## config.mk

```make
export PLATFORM = sky130hd
export DESIGN_NAME = toggle_event_decoder
export DESIGN_NICKNAME = d
export VERILOG_FILES = /design/src/rtl/toggle_dec_pkg.sv /design/src/rtl/toggle_sync.sv /design/src/rtl/toggle_event_decoder.sv
export SDC_FILE = /design/constraint.sdc
export NUM_CORES = 1
export LEC_CHECK = 0
export ABC_AREA = 1
export CAP_MARGIN = 10
export CORE_MARGIN = 1.5
export CORE_UTILIZATION = 55
export DETAILED_ROUTE_END_ITERATION = 10
export PLACE_DENSITY = 0.89
export SETUP_SLACK_MARGIN = 0.05
export SYNTH_ARGS = -nofsm -noshare
export SYNTH_HDL_FRONTEND = slang
export SYNTH_SLANG_ARGS = --single-unit
```

## constraint.sdc

```tcl
create_clock -name Clk -period 2.7 [get_ports Clk]
set_input_delay 0.405 -clock Clk [delete_from_list [all_inputs] [get_ports Clk]]
set_output_delay 0.405 -clock Clk [all_outputs]
set_load 0.01 [all_outputs]
```

## src/rtl/toggle_dec_pkg.sv

```systemverilog
// Shared types and defaults for the toggle-event receive path.
//   toggle_state_e           : pending-queue state (IDLE / PEND / SAT)
//   TOGGLE_SYNC_STAGES_DEF   : default synchroniser depth
//   TOGGLE_CNT_W_DEF         : default pending-counter width
package toggle_dec_pkg;

  localparam int TOGGLE_SYNC_STAGES_DEF = 2;
  localparam int TOGGLE_CNT_W_DEF       = 4;

  typedef enum logic [1:0] {
    IDLE = 2'd0,
    PEND = 2'd1,
    SAT  = 2'd2
  } toggle_state_e;

endpackage

```

## src/rtl/toggle_sync.sv

```systemverilog
// Plain multi-flop synchroniser for a single-bit asynchronous input.
// No reset: the chain always samples, so it is already settled when any
// downstream reset is released.
// Ports:
//   clk : destination clock
//   d   : asynchronous input
//   q   : synchronised output (last stage)
module toggle_sync
  import toggle_dec_pkg::*;
#(
  parameter int SYNC_STAGES = TOGGLE_SYNC_STAGES_DEF
) (
  input  logic clk,
  input  logic d,
  output logic q
);

  logic stage_q [SYNC_STAGES];

  always_ff @(posedge clk) begin
    stage_q[0] <= d;
  end

  generate
    for (genvar gi = 1; gi < SYNC_STAGES; gi++) begin : g_stage
      always_ff @(posedge clk) begin
        stage_q[gi] <= stage_q[gi-1];
      end
    end
  endgenerate

  assign q = stage_q[SYNC_STAGES-1];

endmodule

```

## src/rtl/toggle_event_decoder.sv

```systemverilog
// Receive side of the toggle-event protocol: every level change on Q_in is
// recovered as one event, pulsed on T_pulse and queued in a saturating
// pending counter that the consumer drains with evt_valid/ack.
// Optional build macro TOGGLE_DEC_FILTER_EN adds a two-cycle glitch filter
// after the synchroniser (one extra cycle of latency).
// Ports:
//   Clk       : system clock (rising edge)
//   rst       : synchronous active-high reset
//   Q_in      : toggle line, asynchronous to Clk
//   ack       : consumer takes one event while evt_valid=1
//   T_pulse   : one-cycle pulse per recovered change
//   level     : synchronised (or filtered) line level
//   evt_valid : events pending
//   evt_count : number of pending events
//   overflow  : sticky, an event was dropped at saturation
module toggle_event_decoder
  import toggle_dec_pkg::*;
#(
  parameter int SYNC_STAGES = TOGGLE_SYNC_STAGES_DEF,
  parameter int CNT_W       = TOGGLE_CNT_W_DEF
) (
  input  logic             Clk,
  input  logic             rst,
  input  logic             Q_in,
  input  logic             ack,
  output logic             T_pulse,
  output logic             level,
  output logic             evt_valid,
  output logic [CNT_W-1:0] evt_count,
  output logic             overflow
);

  localparam logic [CNT_W-1:0] CNT_MAX = '1;
  localparam logic [CNT_W-1:0] CNT_ONE = 1;

  logic sync_out;

  toggle_sync #(.SYNC_STAGES(SYNC_STAGES)) u_sync (
    .clk (Clk),
    .d   (Q_in),
    .q   (sync_out)
  );

  // lvl_q is the level fed to the edge detector; it sits one register
  // after the sync chain, which gives the SYNC_STAGES+1 event latency.
  logic lvl_q;
  logic prev_q;

`ifdef TOGGLE_DEC_FILTER_EN
  logic hold_q;

  // Accept a new level only once sync_out has shown it on two consecutive
  // cycles; during rst the filter simply tracks the line as a baseline.
  always_ff @(posedge Clk) begin
    hold_q <= sync_out;
    if (rst || (sync_out == hold_q)) begin
      lvl_q <= sync_out;
    end
  end

  assign level = lvl_q;
`else
  always_ff @(posedge Clk) begin
    lvl_q <= sync_out;
  end

  assign level = sync_out;
`endif

  logic edge_det;
  assign edge_det = lvl_q ^ prev_q;

  toggle_state_e    state_q, state_d;
  logic [CNT_W-1:0] cnt_q, cnt_d;
  logic             ovf_q, ovf_d;
  logic             valid_q;
  logic             t_pulse_q;
  logic             pop;

  assign pop = valid_q & ack;

  always_comb begin
    state_d = state_q;
    cnt_d   = cnt_q;
    ovf_d   = ovf_q;
    case (state_q)
      IDLE: begin
        if (edge_det && !pop) begin
          cnt_d   = cnt_q + 1'b1;
          state_d = (cnt_d == CNT_MAX) ? SAT : PEND;
        end
      end
      PEND: begin
        if (edge_det && !pop) begin
          cnt_d = cnt_q + 1'b1;
          if (cnt_d == CNT_MAX) state_d = SAT;
        end else if (pop && !edge_det) begin
          cnt_d = cnt_q - 1'b1;
          if (cnt_q == CNT_ONE) state_d = IDLE;
        end
      end
      SAT: begin
        // Edge with simultaneous pop is an accepted event: no drop.
        if (edge_det && !pop) begin
          ovf_d = 1'b1;
        end else if (pop && !edge_det) begin
          cnt_d   = cnt_q - 1'b1;
          state_d = (cnt_d == '0) ? IDLE : PEND;
        end
      end
      default: begin
        state_d = IDLE;
        cnt_d   = '0;
      end
    endcase
  end

  always_ff @(posedge Clk) begin
    if (rst) begin
      state_q   <= IDLE;
      cnt_q     <= '0;
      ovf_q     <= 1'b0;
      valid_q   <= 1'b0;
      t_pulse_q <= 1'b0;
      // Baseline against the synchroniser so a change in flight during
      // reset is absorbed rather than counted.
      prev_q    <= sync_out;
    end else begin
      state_q   <= state_d;
      cnt_q     <= cnt_d;
      ovf_q     <= ovf_d;
      valid_q   <= (state_d != IDLE);
      t_pulse_q <= edge_det;
      prev_q    <= lvl_q;
    end
  end

  assign T_pulse   = t_pulse_q;
  assign evt_valid = valid_q;
  assign evt_count = cnt_q;
  assign overflow  = ovf_q;

endmodule

```

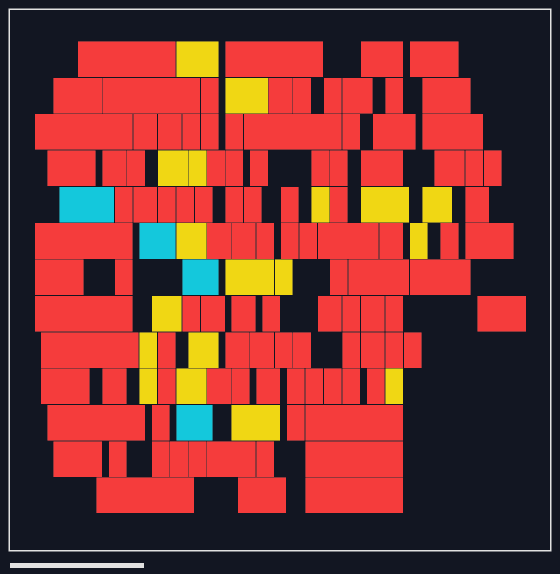
run_1/drive_strength.png
Scale bar: 10 um.
- drive 3 to 4: cyan (cells 4)
- drive 2: yellow (cells 18)
- drive 1 or less: red (cells 106)

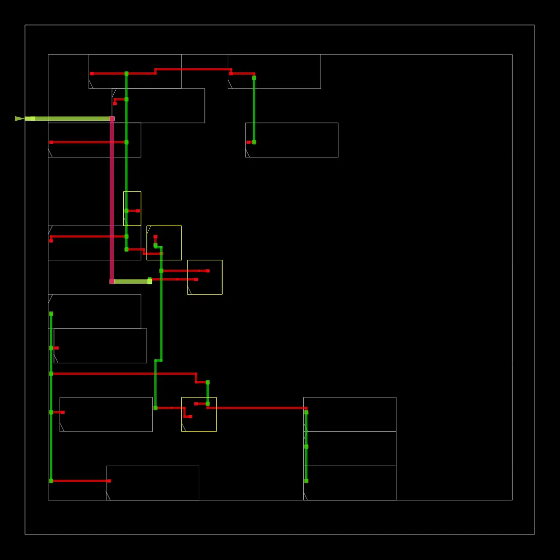
run_1/final_clocks.png
Clock Sinks: 13
Setup Skew: 0.00342 ns
total CTS buffers: 3
final-layout clock buffer total: 4
clk pwr: 0.115 mW

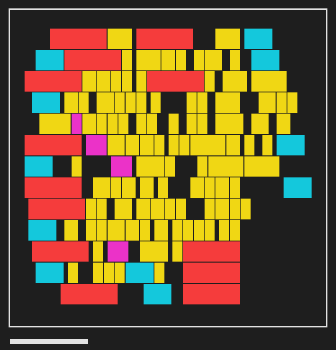
run_1/cell_classes.png
Scale bar: 10 um.
- flip-flops: red (cells 13; share of their area 29%)
- other buffers and delay cells: cyan (cells 11; share of their area 12%)
- clock drivers and dummy loads: magenta (cells 4; share of their area 2.9%)
- all other logic: yellow (cells 100; share of their area 56%)
final core utilization: 70.8%
sequential portion of the cell area: 28.3%
Final Instance Area: 921 um^2
placeable core region: 0.00130 mm^2
number of standard-cell rows in the floorplan: 13

## run 1: cell usage in the layout (no fill, tap or decap)
cell type and count:
sky130_fd_sc_hd__nor2_4 1, sky130_fd_sc_hd__clkdlybuf4s50_1 11, sky130_fd_sc_hd__nor2_1 5, sky130_fd_sc_hd__o21ai_0 2, sky130_fd_sc_hd__o21ai_1 1, sky130_fd_sc_hd__ha_1 4
sky130_fd_sc_hd__a21oi_1 5, sky130_fd_sc_hd__xor2_1 3, sky130_fd_sc_hd__nor2_2 2, sky130_fd_sc_hd__inv_2 7, sky130_fd_sc_hd__a21oi_2 2, sky130_fd_sc_hd__and2_1 1
sky130_fd_sc_hd__nor3_1 1, sky130_fd_sc_hd__nand3_1 10, sky130_fd_sc_hd__nand3_2 3, sky130_fd_sc_hd__inv_1 12, sky130_fd_sc_hd__nand4_1 1, sky130_fd_sc_hd__dfxtp_1 13
sky130_fd_sc_hd__clkbuf_1 1, sky130_fd_sc_hd__nand2_1 36, sky130_fd_sc_hd__nand2_2 4, sky130_fd_sc_hd__clkbuf_4 3
## run 1: layout make-up
class                      count  area [um^2]
timing repair buffer          11          110
multi-input combinational     81          434
sequential                    13          260
tap                           15         18.8
clock buffer                   4         26.3
fill                         108          380
inverter                      19         71.3
## run 1: sequential cells by signal, indices dropped and copies added (netlist names)
signal,flops
T_pulse,1
evt_count,4
evt_valid,1
lvl_q,1
overflow,1
prev_q,1
state_q,2
u_sync.stage_q,2
## run 1: cells in the mapped netlist
| cell type | n | area (um^2) |
|---|---|---|
| sky130_fd_sc_hd__and2_1 | 1 | 6.26 |
| sky130_fd_sc_hd__o21ai_0 | 2 | 10.0 |
| sky130_fd_sc_hd__nand2_2 | 4 | 25.0 |
| sky130_fd_sc_hd__a21oi_1 | 5 | 25.0 |
| sky130_fd_sc_hd__nor2_2 | 2 | 12.5 |
| sky130_fd_sc_hd__nand3_1 | 10 | 50.1 |
| sky130_fd_sc_hd__nor2_1 | 5 | 18.8 |
| sky130_fd_sc_hd__o21ai_1 | 1 | 5.00 |
| sky130_fd_sc_hd__nor2_4 | 1 | 11.3 |
| sky130_fd_sc_hd__dfxtp_1 | 13 | 260 |
| sky130_fd_sc_hd__a21oi_2 | 2 | 17.5 |
| sky130_fd_sc_hd__xor2_1 | 3 | 26.3 |
| sky130_fd_sc_hd__clkbuf_1 | 1 | 3.75 |
| sky130_fd_sc_hd__nand4_1 | 1 | 6.26 |
| sky130_fd_sc_hd__inv_1 | 12 | 45.0 |
| sky130_fd_sc_hd__nor3_1 | 1 | 5.00 |
| sky130_fd_sc_hd__nand2_1 | 36 | 135 |
| sky130_fd_sc_hd__ha_1 | 4 | 50.1 |
| sky130_fd_sc_hd__nand3_2 | 3 | 30.0 |
| sky130_fd_sc_hd__inv_2 | 7 | 26.3 |
## run 1: path summary, 6_finish.rpt
kind,from,endpoint,slack (ns),cells after the start
setup reg to reg,evt_count[0],evt_valid,1.14,9
hold / removal,u_sync.stage_q[0][0],u_sync.stage_q[0][1],0.34,0
setup / recovery,evt_count[0],evt_count[0],0.91,1
hold reg to reg,u_sync.stage_q[0][0],u_sync.stage_q[0][1],0.34,0
==> ci_impl_report.md, run 1 <==
### Metrics collected by this job

| Metric | Value |
|---|---|
| Status | finished clean |
| Vertical die size | 40.4 um |
| Top achievable clock speed | around 560 MHz |
| Delay contributed by the slowest stage of the critical path | 0.60 ns |
| TritonCTS clock tree | built |
| Global-route layer with the greatest usage | met2 |
| Number of buffers added on ports | 11 |
| Mux frac, synth | 0% |
| Worst path top cell family by delay | buffers and inverters |
| Tool warning count | 29 |
| Via density | 5.06 |
| Routed wl met2 | 697 um |
| Critical path peak fanout | 9 |
| Antenna cells | 0 |
| Final Setup Violations | 0 |
| Power density over the cells | approximately 500 mW/mm^2 |
| Post-detail-place hpwl | 1.13 mm |
| Number of buffers inserted by post-CTS setup repair | 0 |
| Power share of the clock group | 24.9% |
| Adder share | 6.50% |
| Leakage | 0.438 nW |
| Sequential group share of total power | 48.2% |
| CP Launch Type | flip-flop |
| Setup repair after global routing missed its margin | no |
| Highest-delay cell along the critical path | sky130_fd_sc_hd__clkdlybuf4s50_1 |
| Routed wirelength normalized by instance count | 10.5 um |
| Synth flops | 13 |
| Type of element capturing the critical path | primary output |
| Total die size | between 0.0015 and 0.002 mm^2 |
| Internal power contribution | 0.316 mW |
| Synthesis Warnings | 0 |
| Post-CTS Hold Fix Bufs | 0 |
| Global routing usage on met2 | 37.3% |
| Post-route ant nets | 0 |
| DRC violations left | 0 |
| Clock Tree Buf Depth | 2 |
| Minimum setup slack in the final design | 0.906 ns |
| Combinational group share of total power | 26.9% |
| Power after layout | around 0.46 mW |
| Worst min-delay path category | flip-flop to flip-flop |
| Number of cell instances after yosys synthesis | 114 |
| Clock network latency to the later pin of the worst-skew pair | 0.27 ns |
| Uppermost layer routed | met4 |
| Required time of the critical path | 2.30 ns |
| Largest net degree at the start of global routing | 10 |
| Clock H-tree levels | 1 |
| Sequence of cells on the critical path | clkdlybuf4s50_1 |
| Floorplan core density | 59.1% |
| Violation count after the first detailed-route iteration | 18 |
| Worst hold slack | 0.338 ns |
| Layout cell share with drive strength beyond 1 | 17.2% |
| Met1 layer usage reported by global route | 25.5% |
| Number of nets at floorplan | around 120 |
| Avg Cell Area, Syn | roughly 6.7 um^2 |
| Power consumed by sequential cells | between 0.2 and 0.25 mW |
| Placer's final routability congestion estimate | 0.925 |
| Total global-route track usage | 22.0% |
| Main combinational cell family by area after synthesis | simple AND/OR/NAND/NOR gates |
| Switching Fraction | 31.5% |
| Final min period | 1.79 ns |
| First-pass iteration count of the detailed router | 4 |
| Headroom to the max-slew limit | around three quarters |
| Non-Filler Instances | around 140 |
| Met3 Routed Length | 59 um |
| Post-synthesis cell area | 769 um^2 |
| Total routed wire length on the met1 layer | 715 um |
| Hold Violations, Final | 0 |
| Clock-pin slew on the worst setup and hold paths | ~0.08 ns |
| Yosys-reported design area after synthesis | slightly below 800 um^2 |
| Total negative slack | 0 ns |
| Xor and xnor fraction of the mapped netlist area | 3.41% |
| Placed instance area | between 800 and 900 um^2 |
| Net switching power | 0.146 mW |
| Number of buffer and inverter stages on the critical path | 1 |
| Part of the cycle the worst path needs | 66.4% |
| I/O pin count | 12 |
| Synth Area in Compound Gates | 7.48% |
| First-pass GRT wire length | 2.40 mm |
| DP Worst Slack | 1.03 ns |
| Category of the critical setup timing path | flip-flop to primary output |
| Final Max-Slew Violation Tally | 0 |
| Via count of the first global-routing pass | ~630 |
| Global route total overflow | 0 |
| Arrival time at the worst endpoint | around 1.4 ns |
| Worst vdd rail ir drop | 0.000387 V |
| Horizontal die size | 40.4 um |
| Sequential element share of the synthesized area | approximately a third |
| Number of different library cells in the post-synthesis netlist | 20 |
| Combinational logic power | 0.124 mW |
| Tightest Pin Transition | 0.362 ns |
run_1/clock_map.png
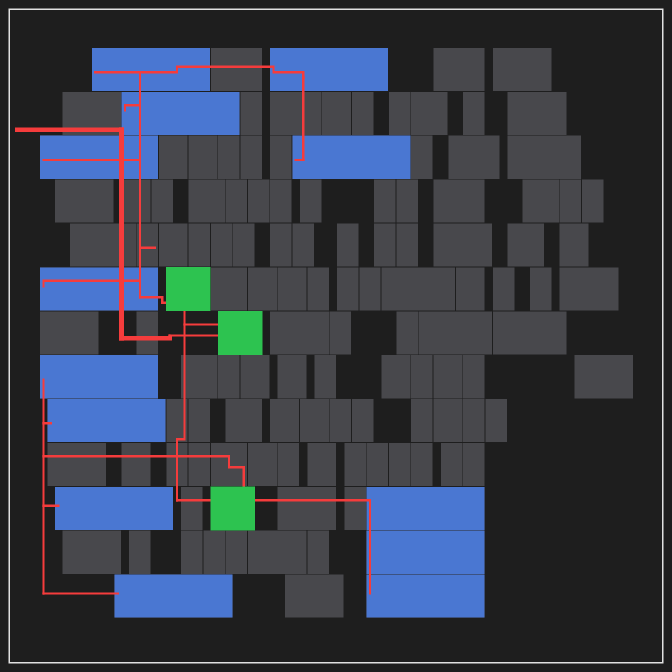

==> run 2, diff against run 1 <==
CORE_UTILIZATION = 46   (was 55)
PLACE_DENSITY = 0.81   (was 0.89)
clock period = 1.6 ns   (was 2.7 ns; I/O delays follow)
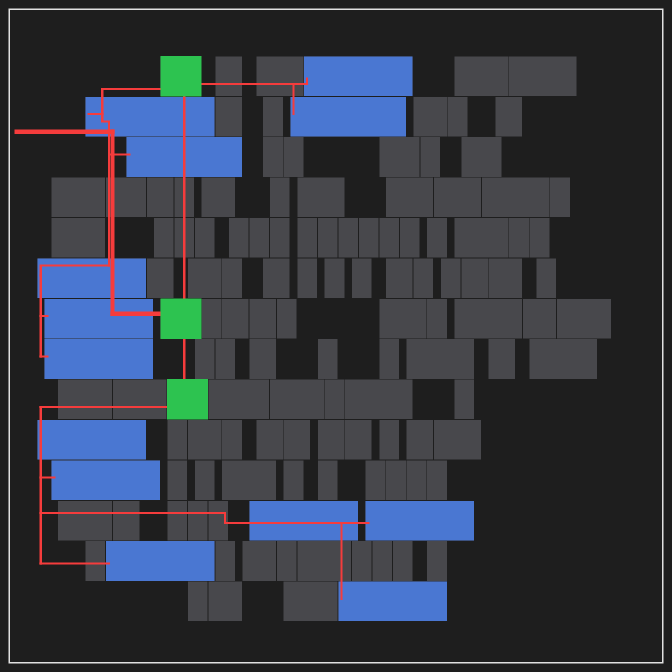
run_2/clock_map.png
- clock wires: red (length 142 um)
- cells driving clock nets: green (count 3)
- flip-flops: blue (count 13)
- routed clock nets: 4
Setup Skew: 0.00307 ns
power share of the clock group: 24.2%
clk pwr: 0.191 mW
clock network latency to the later pin of the worst-skew pair: 0.26 ns

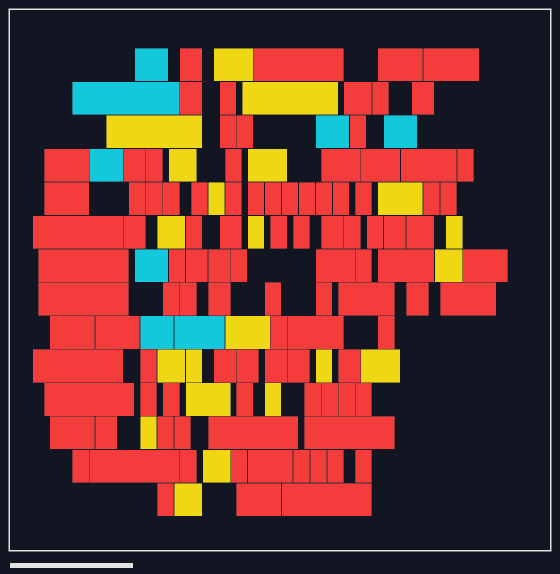
run_2/drive_strength.png
Scale bar: 10 um.
- drive 1 or less: red (cells 102)
- drive 2: yellow (cells 21)
- drive 3 to 4: cyan (cells 8)

==> run 2 against run 1 <==
Against the previous run:
- hold slack better by 0.00096 ns
- combinational power is 83% higher
- global-route usage fell by 1.6 points
- flip-flop count did not move
- core utilization shrank 8.5 points
- first-iteration DRC count shrank 39%
- clock skew hardly changed
- worst setup slack got worse by 0.80 ns
- cell count grew 2.8%
- clock power is 66% higher
- non-clock buffer count rose by 3
- critical path depth unchanged
- highest routed layer unchanged
==> ci_impl_report.md, run 2 <==
### Metrics collected by this job

| Metric | Value |
|---|---|
| Status | finished clean (unchanged) |
| Antenna cells | 0 (unchanged) |
| DRC violations left | 0 (unchanged) |
| Total die size | 0.00193 mm^2 (was 0.00163 mm^2) |
| Synth flops | 13 (unchanged) |
| Leading cell type by number of instances after synthesis | sky130_fd_sc_hd__nand2_1 (unchanged) |
| Violation count after the first detailed-route iteration | 11 (was 18) |
| Non-Filler Instances | 147 (was 143) |
| Placer's final routability congestion estimate | 0.923 (was 0.925) |
| TritonCTS clock tree | built (unchanged) |
| Clock Tree Buf Depth | 2 (unchanged) |
| Setup repair after global routing missed its margin | no (unchanged) |
| Number of standard-cell rows in the floorplan | 14 (was 13) |
| Placeable core region | 0.00154 mm^2 (was 0.00130 mm^2) |
| Layout cell share with drive strength beyond 1 | 22.1% (was 17.2%) |
| Number of cell instances after yosys synthesis | 114 (unchanged) |
| Arrival time at the worst endpoint | 1.26 ns (was 1.39 ns) |
| Category of the critical setup timing path | flip-flop to primary output (unchanged) |
| Tool warning count | 30 (was 29) |
| First-pass iteration count of the detailed router | 4 (unchanged) |
| First-pass GRT wire length | 2.99 mm (was 2.40 mm) |
| Total global-route track usage | 20.4% (was 22.0%) |
| R2R Setup Slk | 0.21 ns (was 1.14 ns) |
| Largest net degree at the start of global routing | 9 (was 10) |
| Worst min-delay path category | flip-flop to flip-flop (unchanged) |
| Post-route ant nets | 0 (unchanged) |
| Hold Violations, Final | 0 (unchanged) |
| Post-synthesis cell area | 769 um^2 (unchanged) |
| Post-detail-place hpwl | 1.30 mm (was 1.13 mm) |
| Leakage | 0.487 nW (was 0.438 nW) |
| Number of buffers added on ports | 11 (unchanged) |
| Dominant Register Cell | sky130_fd_sc_hd__dfxtp_1 (unchanged) |
| Clock Sinks | 13 (unchanged) |
| Part of the cycle the worst path needs | 93.6% |
| Clock-pin slew on the worst setup and hold paths | 0.07 ns (was 0.08 ns) |
| Via count of the first global-routing pass | 756 (was 625) |
| Vertical die size | 43.9 um (was 40.4 um) |
| Sequential element share of the synthesized area | 33.8% (unchanged) |
| Final Setup Violations | 0 (unchanged) |
| Top achievable clock speed | 668 MHz |
| Avg Cell Area, Syn | 6.75 um^2 (unchanged) |
| I/O pin count | 12 (unchanged) |
| Delay contributed by the slowest stage of the critical path | 0.57 ns (was 0.60 ns) |
| Final Max-Slew Violation Tally | 0 (unchanged) |
| Total routed wire length on the met1 layer | 737 um (was 715 um) |
| Number of flip-flops in the largest register | 4 (unchanged) |
| Type of element capturing the critical path | primary output (unchanged) |
| Number of buffer and inverter stages on the critical path | 1 (unchanged) |
| Synthesis Warnings | 0 (unchanged) |
| Synth area leader | sky130_fd_sc_hd__dfxtp_1 (unchanged) |
| Clock H-tree levels | 1 (unchanged) |
| Routed wl met2 | 830 um (was 697 um) |
| Headroom to the max-slew limit | 84.1% (was 75.8%) |
| Global route total overflow | 0 (unchanged) |
| Met3 Routed Length | 66 um (was 59 um) |
| Final min period | 1.50 ns |
| Cell types with the highest counts after synthesis | sky130_fd_sc_hd__nand2_1, sky130_fd_sc_hd__dfxtp_1, sky130_fd_sc_hd__inv_1 (unchanged) |
| Required time of the critical path | 1.36 ns (was 2.30 ns) |
| Highest-delay cell along the critical path | sky130_fd_sc_hd__clkdlybuf4s50_1 (unchanged) |
| CP Launch Type | flip-flop (unchanged) |
| Total negative slack | 0 ns (unchanged) |
| Critical path peak fanout | 5 (was 9) |
| Number of nets at floorplan | 122 (unchanged) |
| Cell area leaders | sky130_fd_sc_hd__dfxtp_1, sky130_fd_sc_hd__nand2_1, sky130_fd_sc_hd__ha_1, sky130_fd_sc_hd__nand3_1, sky130_fd_sc_hd__inv_1 (unchanged) |
| Routed wirelength normalized by instance count | 11.2 um (was 10.5 um) |
| Horizontal die size | 43.9 um (was 40.4 um) |
| Via density | 5.24 (was 5.06) |
| Yosys top cell area share | 33.8% (unchanged) |
| Total CTS buffers | 3 (unchanged) |
| Sequence of cells on the critical path | clkdlybuf4s50_1 (unchanged) |
| Fillers | 139 (was 108) |
| Share of async-settable or async-resettable flops after synthesis | 0% (unchanged) |
| Floorplan core density | 49.9% (was 59.1%) |
| Dominant logic cell types in the final layout | sky130_fd_sc_hd__nand2_1, sky130_fd_sc_hd__inv_1, sky130_fd_sc_hd__dfxtp_1, sky130_fd_sc_hd__nand3_1, sky130_fd_sc_hd__clkdlybuf4s50_1 (was sky130_fd_sc_hd__nand2_1, sky130_fd_sc_hd__dfxtp_1, sky130_fd_sc_hd__inv_1, sky130_fd_sc_hd__clkdlybuf4s50_1, sky130_fd_sc_hd__nand3_1) |
| Worst path top cell family by delay | buffers and inverters (unchanged) |
| Yosys-reported design area after synthesis | 769 um^2 (unchanged) |
## run 2: repair_timing
item / in CTS / in global routing
gates resized: 3 / 4
endpoints found under the setup margin: 3 / 3
endpoints found under the hold margin: 0 / 0
buffers inserted: 0 / 0
## run 2: final timing paths
path | cells after the start | endpoint | startpoint
max | 1 | evt_count[3] | evt_count[3]
min | 0 | u_sync.stage_q[0][1] | u_sync.stage_q[0][0]
min reg2reg | 0 | u_sync.stage_q[0][1] | u_sync.stage_q[0][0]
max reg2reg | 10 | evt_valid | evt_count[0]
## run 2: final cells by class
cell class                      count  area [um^2]  area share, %
Multi-Input combinational cell     81          438           45.6
Tap cell                           16         20.0           2.09
Clock buffer                        4         26.3           2.74
Sequential cell                    13          267           27.8
Timing Repair Buffer               14          138           14.3
Inverter                           19         71.3           7.43
## run 2: logic make-up after synthesis
family	Yosys count	synth area share, %
buffers and inverters	20	9.76
flip-flops	13	33.8
XOR/XNOR	3	3.42
adder cells (fa/ha/maj)	4	6.50
AND/OR/NAND/NOR	64	39.0
AND-OR/OR-AND	10	7.48
## run 2: per-stage QoR
step	hold WS (ns)	utilization (%)	setup WS [ns]	power, mW	instance area, um^2
5_1_grt	0.354	62.3	0.0629	0.849	960
2_1_floorplan	0.268	-	0.189	0.523	769
4_1_cts	0.340	61.5	0.0318	0.799	948
3_5_place_dp	0.316	59.6	0.0783	0.603	918
6_report	0.339	62.3	0.103	0.791	960
3_3_place_gp	0.318	59.6	0.0963	0.596	918
## run 2: power by group
part | switching [mW] | internal [mW]
sequential | 0.0243 | 0.348
clock | 0.0951 | 0.0963
combinational | 0.128 | 0.0994
## run 2: layer usage
metal | track usage (%) | up-vias
met3 | 2.50 | 2
met1 | 23.4 | 362
met4 | 13.3 | 0
li1 | - | 387
met5 | 0 | -
met2 | 35.0 | 19
run_2/pins.png
Pins as bars across the die edge, other pins in grey.
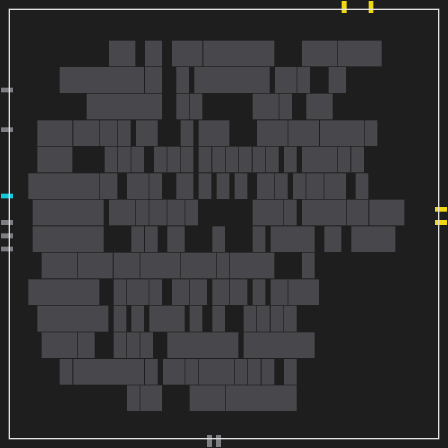

==> run 3, diff against run 2 <==
CELL_PAD_IN_SITES_DETAIL_PLACEMENT = 1   (was not set)
CELL_PAD_IN_SITES_GLOBAL_PLACEMENT = 1   (was not set)
CORE_UTILIZATION = 32   (was 46)
CTS_CLUSTER_DIAMETER = 30   (was not set)
PLACE_DENSITY = 0.79   (was 0.81)
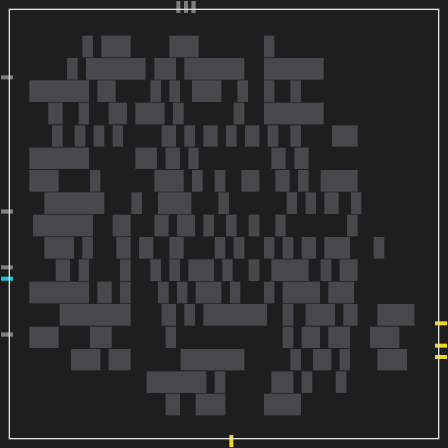
run_3/pins.png
Pins as bars across the die edge, other pins in grey.
- `overflow`: cyan (pins 1; direction output; edge left)
- `evt_count`: yellow (pins 4; direction output; edge 3 right, 1 bottom)

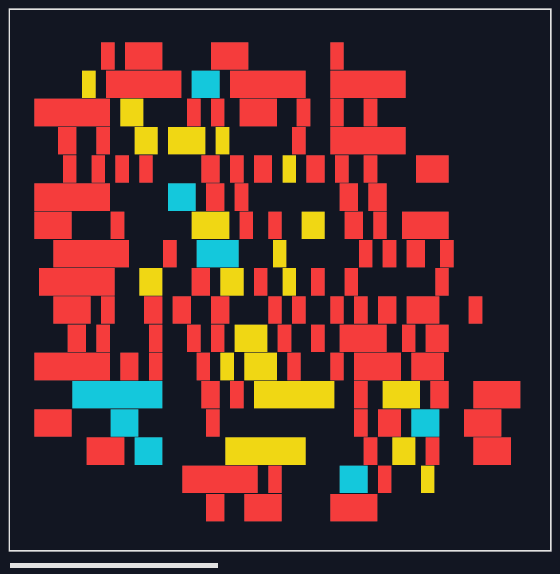
run_3/drive_strength.png
Scale bar: 20 um.
- drive 2: yellow (cells 20)
- drive 3 to 4: cyan (cells 8)
- drive 1 or less: red (cells 103)
Final Instance Area: 968 um^2
number of non-clock buffers: 14

==> run 3 against run 2 <==
Against the previous run:
- count of clock-buffer cells in the layout is the same
- combinational power grew 3%
- non-clock buffer count is the same
- core utilization shrank 19 points
- final area grew 0.91%
- worst setup slack gained 0.018 ns
- critical path type unchanged
- die area grew 40%
- routed wire length grew 11%
- critical path depth is the same
- synthesized cell count is the same
- sequential power is essentially flat
==> ci_impl_report.md, run 3 <==
### Metrics collected by this job

| Metric | Value |
|---|---|
| Placed instance area | 933 um^2 (was 918 um^2) |
| Status | finished clean (unchanged) |
| Synth Area in Compound Gates | 7.48% (unchanged) |
| Combinational group share of total power | 28.9% (was 28.7%) |
| Clock network latency to the later pin of the worst-skew pair | 0.28 ns (was 0.26 ns) |
| Number of cell instances after yosys synthesis | 114 (unchanged) |
| Power density over the cells | 831 mW/mm^2 (was 824 mW/mm^2) |
| Reg2reg start | evt_count[1] (was evt_count[0]) |
| Tool warning count | 30 (unchanged) |
| Clock Tree Buf Depth | 2 (unchanged) |
| Synth flops | 13 (unchanged) |
| Dominant Register Cell | sky130_fd_sc_hd__dfxtp_1 (unchanged) |
| Floorplan core density | 34.5% (was 49.9%) |
| Launching element of the worst setup path | evt_count[2] (was evt_count[3]) |
| Global routing usage on met2 | 28.5% (was 35.0%) |
| Total CTS buffers | 3 (unchanged) |
| Count of library flops with an enable pin | 0 (unchanged) |
| Post-route ant nets | 0 (unchanged) |
| CP Launch Type | flip-flop (unchanged) |
| Synth area leader | sky130_fd_sc_hd__dfxtp_1 (unchanged) |
| Worst hold slack | 0.337 ns (was 0.339 ns) |
| Total area of multi-input combinational cells | 434 um^2 (was 438 um^2) |
| Largest net degree at the start of global routing | 9 (unchanged) |
| Number of buffer and inverter stages on the critical path | 1 (unchanged) |
| Main combinational cell family by area after synthesis | simple AND/OR/NAND/NOR gates (unchanged) |
| Number of standard-cell rows in the floorplan | 17 (was 14) |
| I/O pin count | 12 (unchanged) |
| Avg Cell Area, Syn | 6.75 um^2 (unchanged) |
| Hold endpoint | u_sync.stage_q[0][1] (unchanged) |
| Met3 Use GR | 2.59% (was 2.50%) |
| Total die size | 0.00271 mm^2 (was 0.00193 mm^2) |
| Total negative slack | 0 ns (unchanged) |
| Required time of the critical path | 1.36 ns (about the same) |
| Sequential element share of the synthesized area | 33.8% (unchanged) |
| Sequence of cells on the critical path | clkdlybuf4s50_1 (unchanged) |
| Length in cells of the worst reg-to-reg path | 9 (was 10) |
| Routed wirelength normalized by instance count | 11.5 um (was 11.2 um) |
| Horizontal die size | 52.0 um (was 43.9 um) |
| First-pass iteration count of the detailed router | 1 (was 4) |
==> run 3: power groups by stage <==
stage | Combinational [mW] | Clock [mW] | Sequential, mW
finish | 0.233 | 0.202 | 0.370
global route | 0.265 | 0.225 | 0.376
CTS | 0.237 | 0.212 | 0.371
detailed placement | 0.235 | 0 | 0.377
global placement | 0.224 | 0 | 0.377
floorplan | 0.140 | 0 | 0.383
==> run 3: timing repair <==
item | in CTS | in global routing
setup endpoints to repair | 3 | 1
pin swaps | 0 | 0
resized | 3 | 2
==> run 3: worst max path at each step <==
stage / endpoint / slack [ns] / cells after the start
2_1_floorplan: evt_valid / 0.19 / 9
3_3_place_gp: evt_valid / 0.07 / 10
3_5_place_dp: evt_valid / 0.03 / 10
4_1_cts: evt_count[0] / 0.01 / 2
5_1_grt: evt_valid / 0.06 / 9
6_report: evt_count[2] / 0.12 / 1
==> run 3: area by class of cell <==
class / instances / share of cell area [%]
tap: 28 / 3.62
clock buffer: 4 / 2.71
timing repair buffer: 14 / 14.0
inverter: 19 / 7.36
multi-input combinational: 81 / 44.8
sequential: 13 / 27.5
==> run 3: kinds of logic (layout without fill, tap and decap cells) <==
family                   Yosys count  count (layout)
AND/OR/NAND/NOR                   64              64
adder cells (fa/ha/maj)            4               4
flip-flops                        13              13
AND-OR/OR-AND                     10              10
buffers and inverters             20              37
XOR/XNOR                           3               3
==> run 3: layer usage <==
layer / wire [um] / vias up / share of wire, %
met5: 0 / - / 0
met4: 42 / 0 / 2.3
li1: - / 388 / -
met2: 935 / 11 / 51
met1: 806 / 340 / 44
met3: 44 / 5 / 2.4
Power is estimated from default activity; no workload was simulated.
